**config.mk**
```make
export PLATFORM = sky130hd
export DESIGN_NAME = alu_accum_unit
export DESIGN_NICKNAME = d
export VERILOG_FILES = /design/src/rtl/alu_pkg.sv /design/src/rtl/alu_core.sv /design/src/rtl/alu_accum_unit.sv
export SDC_FILE = /design/constraint.sdc
export NUM_CORES = 1
export LEC_CHECK = 0
export CORE_MARGIN = 1
export CORE_UTILIZATION = 49
export DETAILED_ROUTE_END_ITERATION = 12
export HOLD_SLACK_MARGIN = 0.02
export PLACE_DENSITY = 0.73
export SLEW_MARGIN = 25
export SYNTH_ARGS = -nofsm -noshare
export SYNTH_HDL_FRONTEND = slang
export SYNTH_SLANG_ARGS = --single-unit
```
**constraint.sdc**
```tcl
create_clock -name clk -period 8 [get_ports clk]
set_input_delay 1.6 -clock clk [delete_from_list [all_inputs] [get_ports clk]]
set_output_delay 1.6 -clock clk [all_outputs]
set_load 0.02 [all_outputs]
```
**src/rtl/alu_pkg.sv**
```systemverilog
// rtl/alu_pkg.sv - opcode and flag-bundle types shared by the ALU accumulator unit
package alu_pkg;

  typedef enum logic [2:0] {
    OP_ADD = 3'b000,
    OP_SUB = 3'b001,
    OP_AND = 3'b010,
    OP_OR  = 3'b011,
    OP_XOR = 3'b100,
    OP_SLT = 3'b101,
    OP_ACC = 3'b110,
    OP_SHL = 3'b111
  } op_e;

  typedef struct packed {
    logic carry;
    logic zero;
    logic overflow;
  } flags_t;

endpackage

```
**src/rtl/alu_core.sv**
```systemverilog
// rtl/alu_core.sv - combinational datapath: one shared add/sub plus logic, compare and shift
module alu_core
  import alu_pkg::*;
#(
  parameter int WIDTH = 16,
  parameter bit SAT   = 1'b0
) (
  input  logic [WIDTH-1:0] a,
  input  logic [WIDTH-1:0] b,
  input  logic [2:0]       op,
  input  logic [WIDTH-1:0] acc_in,
  output logic [WIDTH-1:0] res,
  output logic             carry,
  output logic             overflow
);

  localparam int SHW = $clog2(WIDTH);
  localparam logic [WIDTH-1:0] MAX_POS = {1'b0, {(WIDTH-1){1'b1}}};
  localparam logic [WIDTH-1:0] MIN_NEG = {1'b1, {(WIDTH-1){1'b0}}};

  logic [WIDTH-1:0] lhs;
  logic [WIDTH-1:0] rhs;
  logic [WIDTH:0]   ext;
  logic             is_sub;
  logic             ovf_raw;
  logic [WIDTH-1:0] arith;

  // ACC reuses the adder with the accumulator as the left operand
  always_comb begin
    lhs     = (op_e'(op) == OP_ACC) ? acc_in : a;
    rhs     = (op_e'(op) == OP_ACC) ? a : b;
    is_sub  = (op_e'(op) == OP_SUB);
    ext     = is_sub ? ({1'b0, lhs} - {1'b0, rhs}) : ({1'b0, lhs} + {1'b0, rhs});
    if (is_sub) begin
      ovf_raw = (lhs[WIDTH-1] != rhs[WIDTH-1]) && (ext[WIDTH-1] != lhs[WIDTH-1]);
    end else begin
      ovf_raw = (lhs[WIDTH-1] == rhs[WIDTH-1]) && (ext[WIDTH-1] != lhs[WIDTH-1]);
    end
    // on overflow the true result has the sign of the left operand
    if (SAT && ovf_raw) begin
      arith = lhs[WIDTH-1] ? MIN_NEG : MAX_POS;
    end else begin
      arith = ext[WIDTH-1:0];
    end
  end

  always_comb begin
    res      = '0;
    carry    = 1'b0;
    overflow = 1'b0;
    case (op_e'(op))
      OP_ADD, OP_SUB, OP_ACC: begin
        res      = arith;
        carry    = ext[WIDTH];
        overflow = ovf_raw;
      end
      OP_AND:  res = a & b;
      OP_OR:   res = a | b;
      OP_XOR:  res = a ^ b;
      OP_SLT:  res = {{(WIDTH-1){1'b0}}, ($signed(a) < $signed(b))};
      OP_SHL:  res = a << b[SHW-1:0];
      default: res = '0;
    endcase
  end

endmodule

```
**src/rtl/alu_accum_unit.sv**
```systemverilog
// rtl/alu_accum_unit.sv - registered ALU with valid/ready handshake and running-sum register
module alu_accum_unit
  import alu_pkg::*;
#(
  parameter int WIDTH = 16,
  parameter bit SAT   = 1'b0
) (
  input  logic             clk,
  input  logic             rst_n,
  input  logic             in_valid,
  output logic             in_ready,
  input  logic [WIDTH-1:0] a,
  input  logic [WIDTH-1:0] b,
  input  logic [2:0]       op,
  input  logic             acc_clr,
  output logic             out_valid,
  input  logic             out_ready,
  output logic [WIDTH-1:0] result,
  output logic [WIDTH-1:0] runsum,
  output logic             carry,
  output logic             zero,
  output logic             overflow
);

  logic [WIDTH-1:0] result_q, result_d;
  logic [WIDTH-1:0] runsum_q, runsum_d;
  logic             out_valid_q, out_valid_d;
  flags_t           flags_q, flags_d;

  logic [WIDTH-1:0] acc_base;
  logic [WIDTH-1:0] core_res;
  logic             core_carry;
  logic             core_ovf;
  logic             accept;

  assign in_ready = !out_valid_q || out_ready;
  assign accept   = in_valid && in_ready;
  // a simultaneous clear is seen by the ACC as a zero accumulator
  assign acc_base = acc_clr ? '0 : runsum_q;

  alu_core #(
    .WIDTH (WIDTH),
    .SAT   (SAT)
  ) u_core (
    .a        (a),
    .b        (b),
    .op       (op),
    .acc_in   (acc_base),
    .res      (core_res),
    .carry    (core_carry),
    .overflow (core_ovf)
  );

  always_comb begin
    result_d    = result_q;
    flags_d     = flags_q;
    out_valid_d = out_valid_q;
    runsum_d    = runsum_q;
    if (accept) begin
      result_d         = core_res;
      flags_d.carry    = core_carry;
      flags_d.zero     = (core_res == '0);
      flags_d.overflow = core_ovf;
      out_valid_d      = 1'b1;
    end else if (out_ready) begin
      out_valid_d = 1'b0;
    end
    if (accept && (op_e'(op) == OP_ACC)) begin
      runsum_d = core_res;
    end else if (acc_clr) begin
      runsum_d = '0;
    end
  end

  always_ff @(posedge clk or negedge rst_n) begin
    if (!rst_n) begin
      result_q    <= '0;
      runsum_q    <= '0;
      out_valid_q <= 1'b0;
      flags_q     <= '0;
    end else begin
      result_q    <= result_d;
      runsum_q    <= runsum_d;
      out_valid_q <= out_valid_d;
      flags_q     <= flags_d;
    end
  end

  assign result    = result_q;
  assign runsum    = runsum_q;
  assign out_valid = out_valid_q;
  assign carry     = flags_q.carry;
  assign zero      = flags_q.zero;
  assign overflow  = flags_q.overflow;

endmodule

```
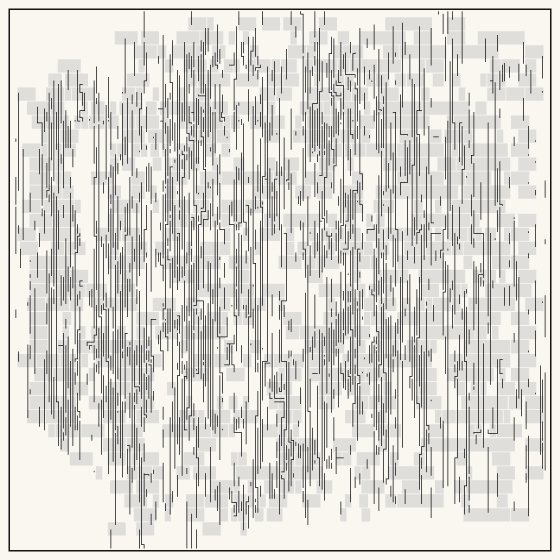
(run_1/m2.png)
Cells faint in the background.
wire length on this layer = 7370 um
longest straight run = 57.1 um
vias: 5135
routed wire length: 15800 um
grt met2 use: 0.484

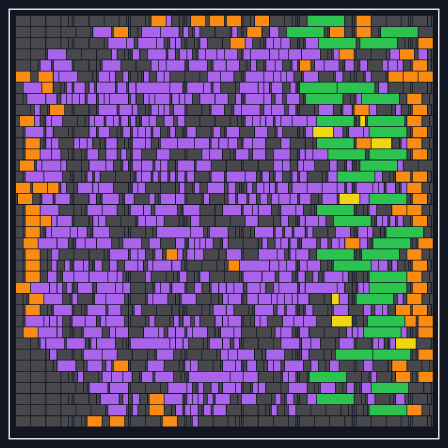
(run_1/class_map.png)
Fill, decap, tap and diode cells in grey.
clock drivers and dummy loads -> yellow  # cells 7, share of their area 1.3%
remaining logic cells -> purple  # cells 604, share of their area 69%
sequential cells -> green  # cells 36, share of their area 15%
remaining buffers and delay cells -> orange  # cells 83, share of their area 14%

==> summary.txt, run 1 <==
Pwr Density: 124 nW/um^2
cell area after layout: 6040 um^2
status: finished clean
GRT Util Overall: 0.289
Main logic family: AND-OR/OR-AND gates
# fillers: 1001
internal power: 0.435 mW
largest net degree at the start of global routing: 44
die span in y: 105 um
die area: 11000 um^2
Seq cells post-synth: 36
clk latency late pin: 0.29 ns
Design Power: 0.749 mW
Sequential Area: 901 um^2
Critical Path Start Type: primary input
post-DP HPWL: 12500 um
Relative slew margins: 0.325
clock group total power: 0.120 mW
CP cell instances: clkdlybuf4s50_1 -> nand3b_1 -> buf_4 -> buf_4 -> mux2i_1 -> ha_1 -> inv_1 -> fa_1 -> a211oi_2 -> o211a_1 -> a211oi_1 -> or4b_1 -> o211ai_1 -> nor4bb_1 -> nor4bb_1 -> a41o_1
Final clock-cell share: 0.0128
nets: 836
crit-path max cell delay: 0.88 ns
Die X: 105 um
H-tree depth: 2
Placed Cells: 859
fp util: 0.503
non-clock buffer count: 83
Clock Power Share: 0.160
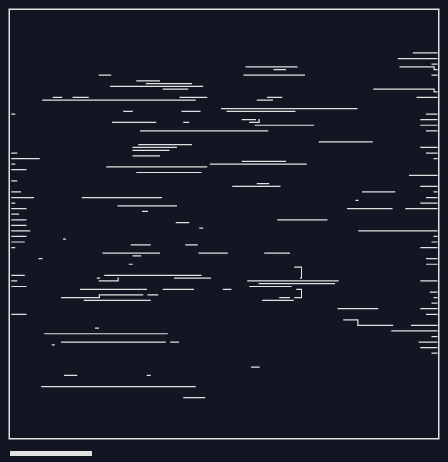
(run_1/m3.png)
The bar under the picture is 20 um long.
share of all routed wire = 6.5%
main direction = horizontal
wire length on this layer = 1020 um
nets with wire on the layer = 122
GRT met3 Usage: 0.0268

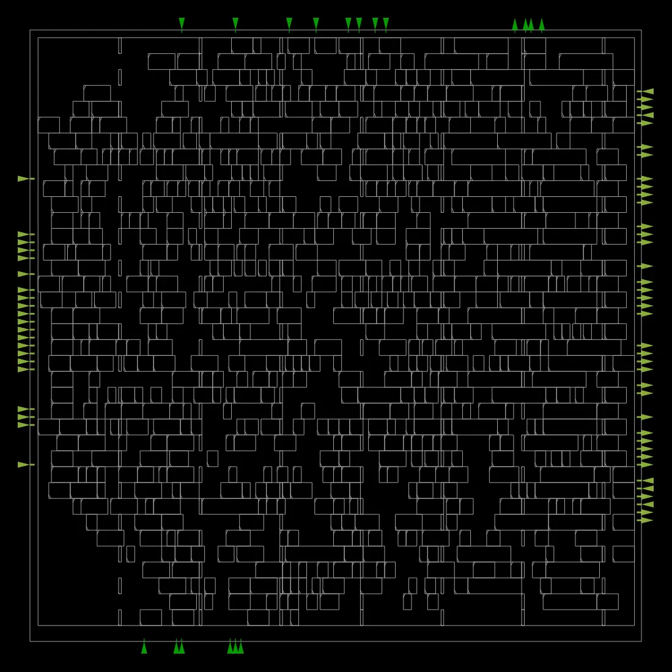
(run_1/placed.png)
fin cells: 866
Seq area share: 0.149
post-layout util: 0.588

-- run 1: layout by cell type (no fill, tap or decap), types with 7 or more instances in the layout --
cell type / n
nand2_1: 82
clkdlybuf4s50_1: 76
o21ai_0: 67
ha_1: 65
nor2_1: 53
a21oi_1: 46
inv_1: 42
dfrtp_1: 36
mux2i_1: 29
nand2b_1: 23
xnor2_1: 17
nand3_1: 15
nor3_1: 14
xor2_1: 10
o211ai_1: 8
nor2b_1: 7
mux2_2: 7
and2_1: 7
o21bai_1: 7
buf_4: 7
-- run 1: metrics by stage --
stage                     worst slack [ns]  hold WS, ns
after floorplan                       2.39        0.589
after global placement                1.68        0.458
after detailed placement              1.48        0.463
after CTS                             1.78        0.479
after global routing                  1.26        0.515
final                                 1.73        0.474
-- run 1: state kept, by name, indices dropped and copies added, names as in the netlist --
register   count
runsum        16
overflow       1
result        16
carry          1
zero           1
out_valid      1
-- run 1: path summary, 6_finish.rpt --
path	start	to	slack, ns	cells past startpoint
max in group asynchronous	rst_n	out_valid$_DFFE_PN0P_	5.97	2
worst max register to register	runsum[0]$_DFF_PN0_	zero$_DFFE_PN0P_	4.55	13
min in group asynchronous	rst_n	result[2]$_DFFE_PN0P_	1.73	2
worst max-delay path	op[1]	zero$_DFFE_PN0P_	1.73	16
worst min register to register	result[10]$_DFFE_PN0P_	result[10]$_DFFE_PN0P_	0.47	2
worst min-delay path	result[10]$_DFFE_PN0P_	result[10]$_DFFE_PN0P_	0.47	2
-- run 1: tightest hold or removal path, cell delays in order (launching register included) --
cell     delay [ns]
dfrtp_1        0.34
nand2_1        0.05
nand2_1        0.05
-- run 1: metal layers --
metal	vias up	track usage	wire, um
li1	2510	-	-
met4	0	0.0805	349
met3	23	0.0268	1020
met1	2388	0.395	7040
met5	-	0	0
met2	214	0.484	7370
==> run_1/port_trees.png <==
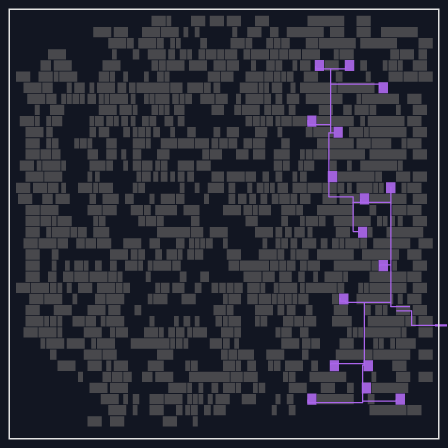

==> run 1 -> run 2 <==
PLACE_DENSITY = 0.76   (was 0.73)
clock period = 5.75 ns   (was 8 ns; I/O delays follow)
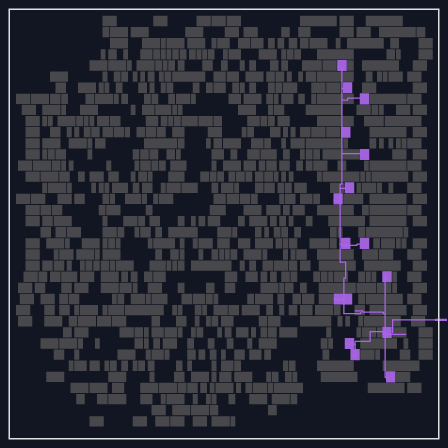
(run_2/port_trees.png)
acc_clr -> purple  # bits 1, direction input, edge east, end cells 16, buffers 2, wire 162 um

==> summary.txt, run 2 <==
status: finished clean
Top cells excl fill/tap: nand2_1 (82), clkdlybuf4s50_1 (76), o21ai_0 (67)
leading area contributor after synthesis: dfrtp_1
non-clock buffer count: 96
# fillers: 988
Worst Reg2Reg Path Length in Cells: 13
Min Hold Slack: 0.472 ns
die span in y: 105 um
Worst Hold End: result[10]$_DFFE_PN0P_
routed wire length: 15800 um
post_cts resized: 0
reg-to-reg slack, setup: 2.41 ns
Design Power: 1.05 mW
hold depth: 2
Placed Cells: 872
most frequent logic cell in the layout: nand2_1
post-DP HPWL: 12600 um
FF-to-FF Start: runsum[0]$_DFF_PN0_
die area: 11000 um^2
Seq area share: 0.146
GRT Util Overall: 0.288
tool warnings: 59
Main logic family: AND-OR/OR-AND gates
fp util: 0.503
Sequential Area: 901 um^2
Seq cells post-synth: 36
cell area after layout: 6150 um^2
largest net degree at the start of global routing: 45
Die X: 105 um
H-tree depth: 2
FF-to-FF End: zero$_DFFE_PN0P_
Pwr Density: 170 nW/um^2
nets: 849
Clock Power Share: 0.153
Final clock-cell share: 0.0126
Critical Path Start Type: primary input
Relative slew margins: 0.360
fin cells: 879
Core Region: 10300 um^2
Hold Crit Start: result[10]$_DFFE_PN0P_
clk latency late pin: 0.28 ns
internal power: 0.612 mW
Seq/Total Area, Yosys: 0.174
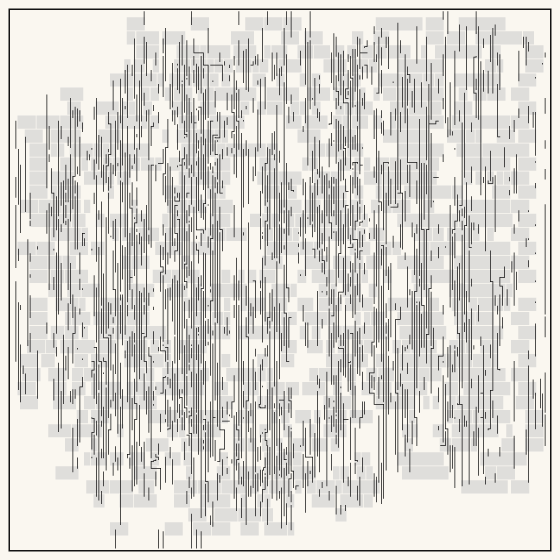
(run_2/m2.png)
Cells faint in the background.
vias: 5321
grt met2 use: 0.484

run 2: worst max-delay path: stages:
cell             delay [ns]
clkdlybuf4s50_1        0.47
buf_4                  0.29
inv_1                  0.28
and3_1                 0.31
a31oi_1                0.30
inv_1                  0.07
a21oi_1                0.16
xnor2_1                0.09
ha_1                   0.39
nand2_1                0.08
o21ai_0                0.26
a211oi_1               0.13
a21o_1                 0.21
a2111oi_0              0.53
o21ai_0                0.20
and3_1                 0.18
a211o_1                0.25
run 2: per-layer routing:
metal  GRT usage  wire length, um  vias to the layer above
met3      0.0287             1220                       44
met4      0.0885              444                        0
met2       0.484             7250                      281
met1       0.389             6900                     2469
met5           0                0                        -
li1            -                -                     2527
run 2: how the worst max path moves through the flow:
stage	endpoint	cells past startpoint	startpoint	slack [ns]
after floorplan	zero$_DFFE_PN0P_	21	op[1]	0.59
after global placement	zero$_DFFE_PN0P_	16	op[0]	0.43
after detailed placement	zero$_DFFE_PN0P_	16	op[0]	0.29
after CTS	zero$_DFFE_PN0P_	16	op[0]	0.59
after global routing	overflow$_DFFE_PN0P_	17	op[1]	0.23
final	overflow$_DFFE_PN0P_	17	op[1]	0.54
run 2: power groups by stage:
| stage | sequential [mW] | combinational (mW) | clock (mW) |
|---|---|---|---|
| after floorplan | 0.340 | 0.334 | 0 |
| after global placement | 0.302 | 0.559 | 0 |
| after detailed placement | 0.304 | 0.575 | 0 |
| after CTS | 0.299 | 0.578 | 0.164 |
| after global routing | 0.304 | 0.634 | 0.177 |
| final | 0.299 | 0.586 | 0.160 |
run 2: per-stage QoR:
| stage | setup slack (ns) | util |
|---|---|---|
| after floorplan | 0.595 | - |
| after detailed placement | 0.285 | 0.591 |
| after CTS | 0.588 | 0.599 |
| after global placement | 0.433 | 0.591 |
| after global routing | 0.232 | 0.599 |
| final | 0.539 | 0.599 |
==> run_2/class_map.png <==
Fill, decap, tap and diode cells in grey.
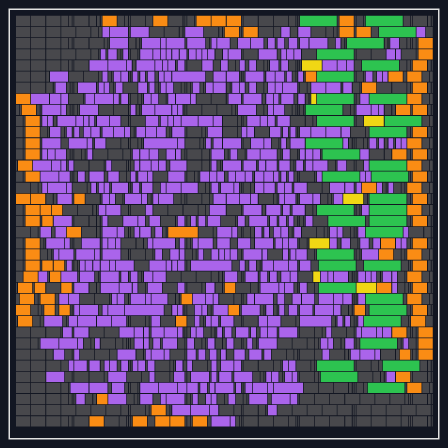

==> run 2 -> run 3 <==
CELL_PAD_IN_SITES_DETAIL_PLACEMENT = 1   (was default)
CELL_PAD_IN_SITES_GLOBAL_PLACEMENT = 2   (was default)
CORE_UTILIZATION = 29   (was 49)
PLACE_DENSITY = default   (was 0.76)
PLACE_DENSITY_LB_ADDON = 0.1   (was default)
SLEW_MARGIN = default   (was 25)
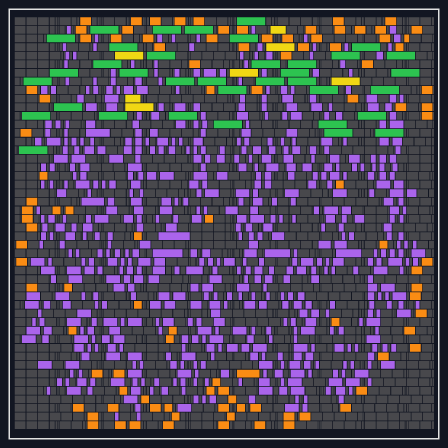
(run_3/class_map.png)
Fill, decap, tap and diode cells in grey.
remaining logic cells -> purple  # cells 604, share of their area 67%
clock drivers and dummy loads -> yellow  # cells 7, share of their area 2.5%
remaining buffers and delay cells -> orange  # cells 101, share of their area 16%
sequential cells -> green  # cells 36, share of their area 15%

==> summary.txt, run 3 <==
status: finished clean
H-tree depth: 2
tool warnings: 59
critical path's slowest cell: a2111oi_0
Pwr Density: 187 nW/um^2
Min Hold Slack: 0.479 ns
vias: 5213
Design Power: 1.19 mW
Worst Reg2Reg Path Length in Cells: 13
hold depth: 2
GRT Util Overall: 0.223
CP delay by family, top: AND-OR/OR-AND gates
FF-to-FF End: zero$_DFFE_PN0P_
Top cells excl fill/tap: nand2_1 (82), clkdlybuf4s50_1 (75), o21ai_0 (68)
CP dominant cell by count: o21ai_0
nets: 854
crit-path max cell delay: 0.60 ns
Seq/Total Area, Yosys: 0.174
Critical Path End: overflow$_DFFE_PN0P_
routed wire length: 20100 um
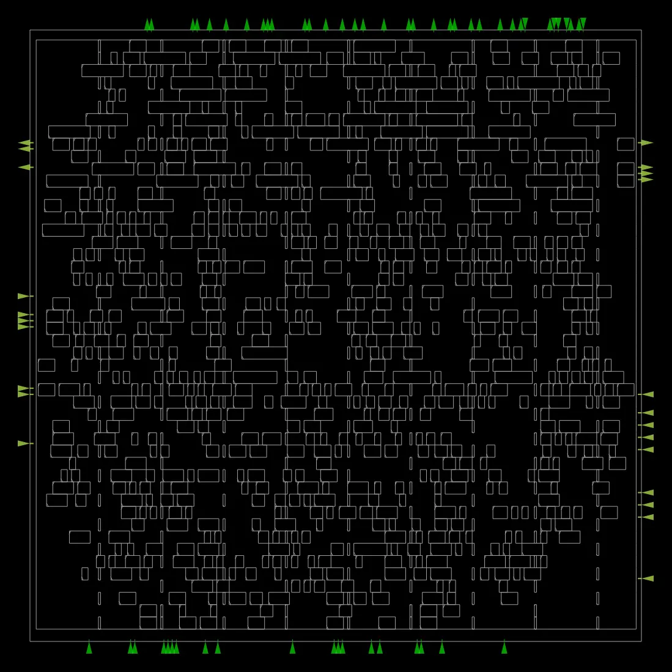
(run_3/placed.png)
Well Taps: 225
# fillers: 2098
Core Region: 17400 um^2
FF+latch count: 36

## run 3: cell counts after synthesis
Identical to the previous run, type by type.
## run 3: per-stage QoR
step,instance area (um^2),std cells
after global routing,6370,973
after CTS,6370,973
after global placement,6220,966
after detailed placement,6220,966
after floorplan,5170,679
final,6370,973
## run 3: report_power, final
group	switching [mW]	total [mW]	internal (mW)
combinational	0.356	0.605	0.249
sequential	0.0168	0.300	0.283
clock	0.102	0.284	0.182
total	0.475	1.19	0.714
## run 3: worst reg2reg max path, delay by kind of cell (launching register included)
family	cells	cell delay, ns
AND-OR/OR-AND	5	1.09
flip-flops	1	0.37
AND/OR/NAND/NOR	4	1.15
buffers and inverters	1	0.06
multiplexers	1	0.18
adder cells (fa/ha/maj)	2	0.60
## run 3: cells by family (layout without fill, tap and decap cells)
logic type / count (synthesis) / count (layout) / synth area share
XOR/XNOR: 27 / 27 / 0.0458
multiplexers: 43 / 43 / 0.0947
flip-flops: 36 / 36 / 0.174
AND/OR/NAND/NOR: 233 / 233 / 0.216
adder cells (fa/ha/maj): 66 / 66 / 0.161
AND-OR/OR-AND: 192 / 192 / 0.241
buffers and inverters: 82 / 151 / 0.0676
## run 3: final cells by class
class	instances	area, um^2	area share
multi-input cells	561	3920	0.615
repair buffers	101	956	0.150
flip-flops and latches	36	901	0.141
well taps	225	282	0.0442
inverters	43	161	0.0253
clock buffers	7	153	0.0240
## run 3: per-layer routing
layer | GRT usage | routed length (um) | up-vias
li1 | - | - | 2536
met1 | 0.295 | 9360 | 2587
met2 | 0.395 | 9960 | 72
met3 | 0.0187 | 397 | 18
met4 | 0.0424 | 345 | 0
met5 | 0 | 0 | -
Power is estimated from default activity; no workload was simulated.
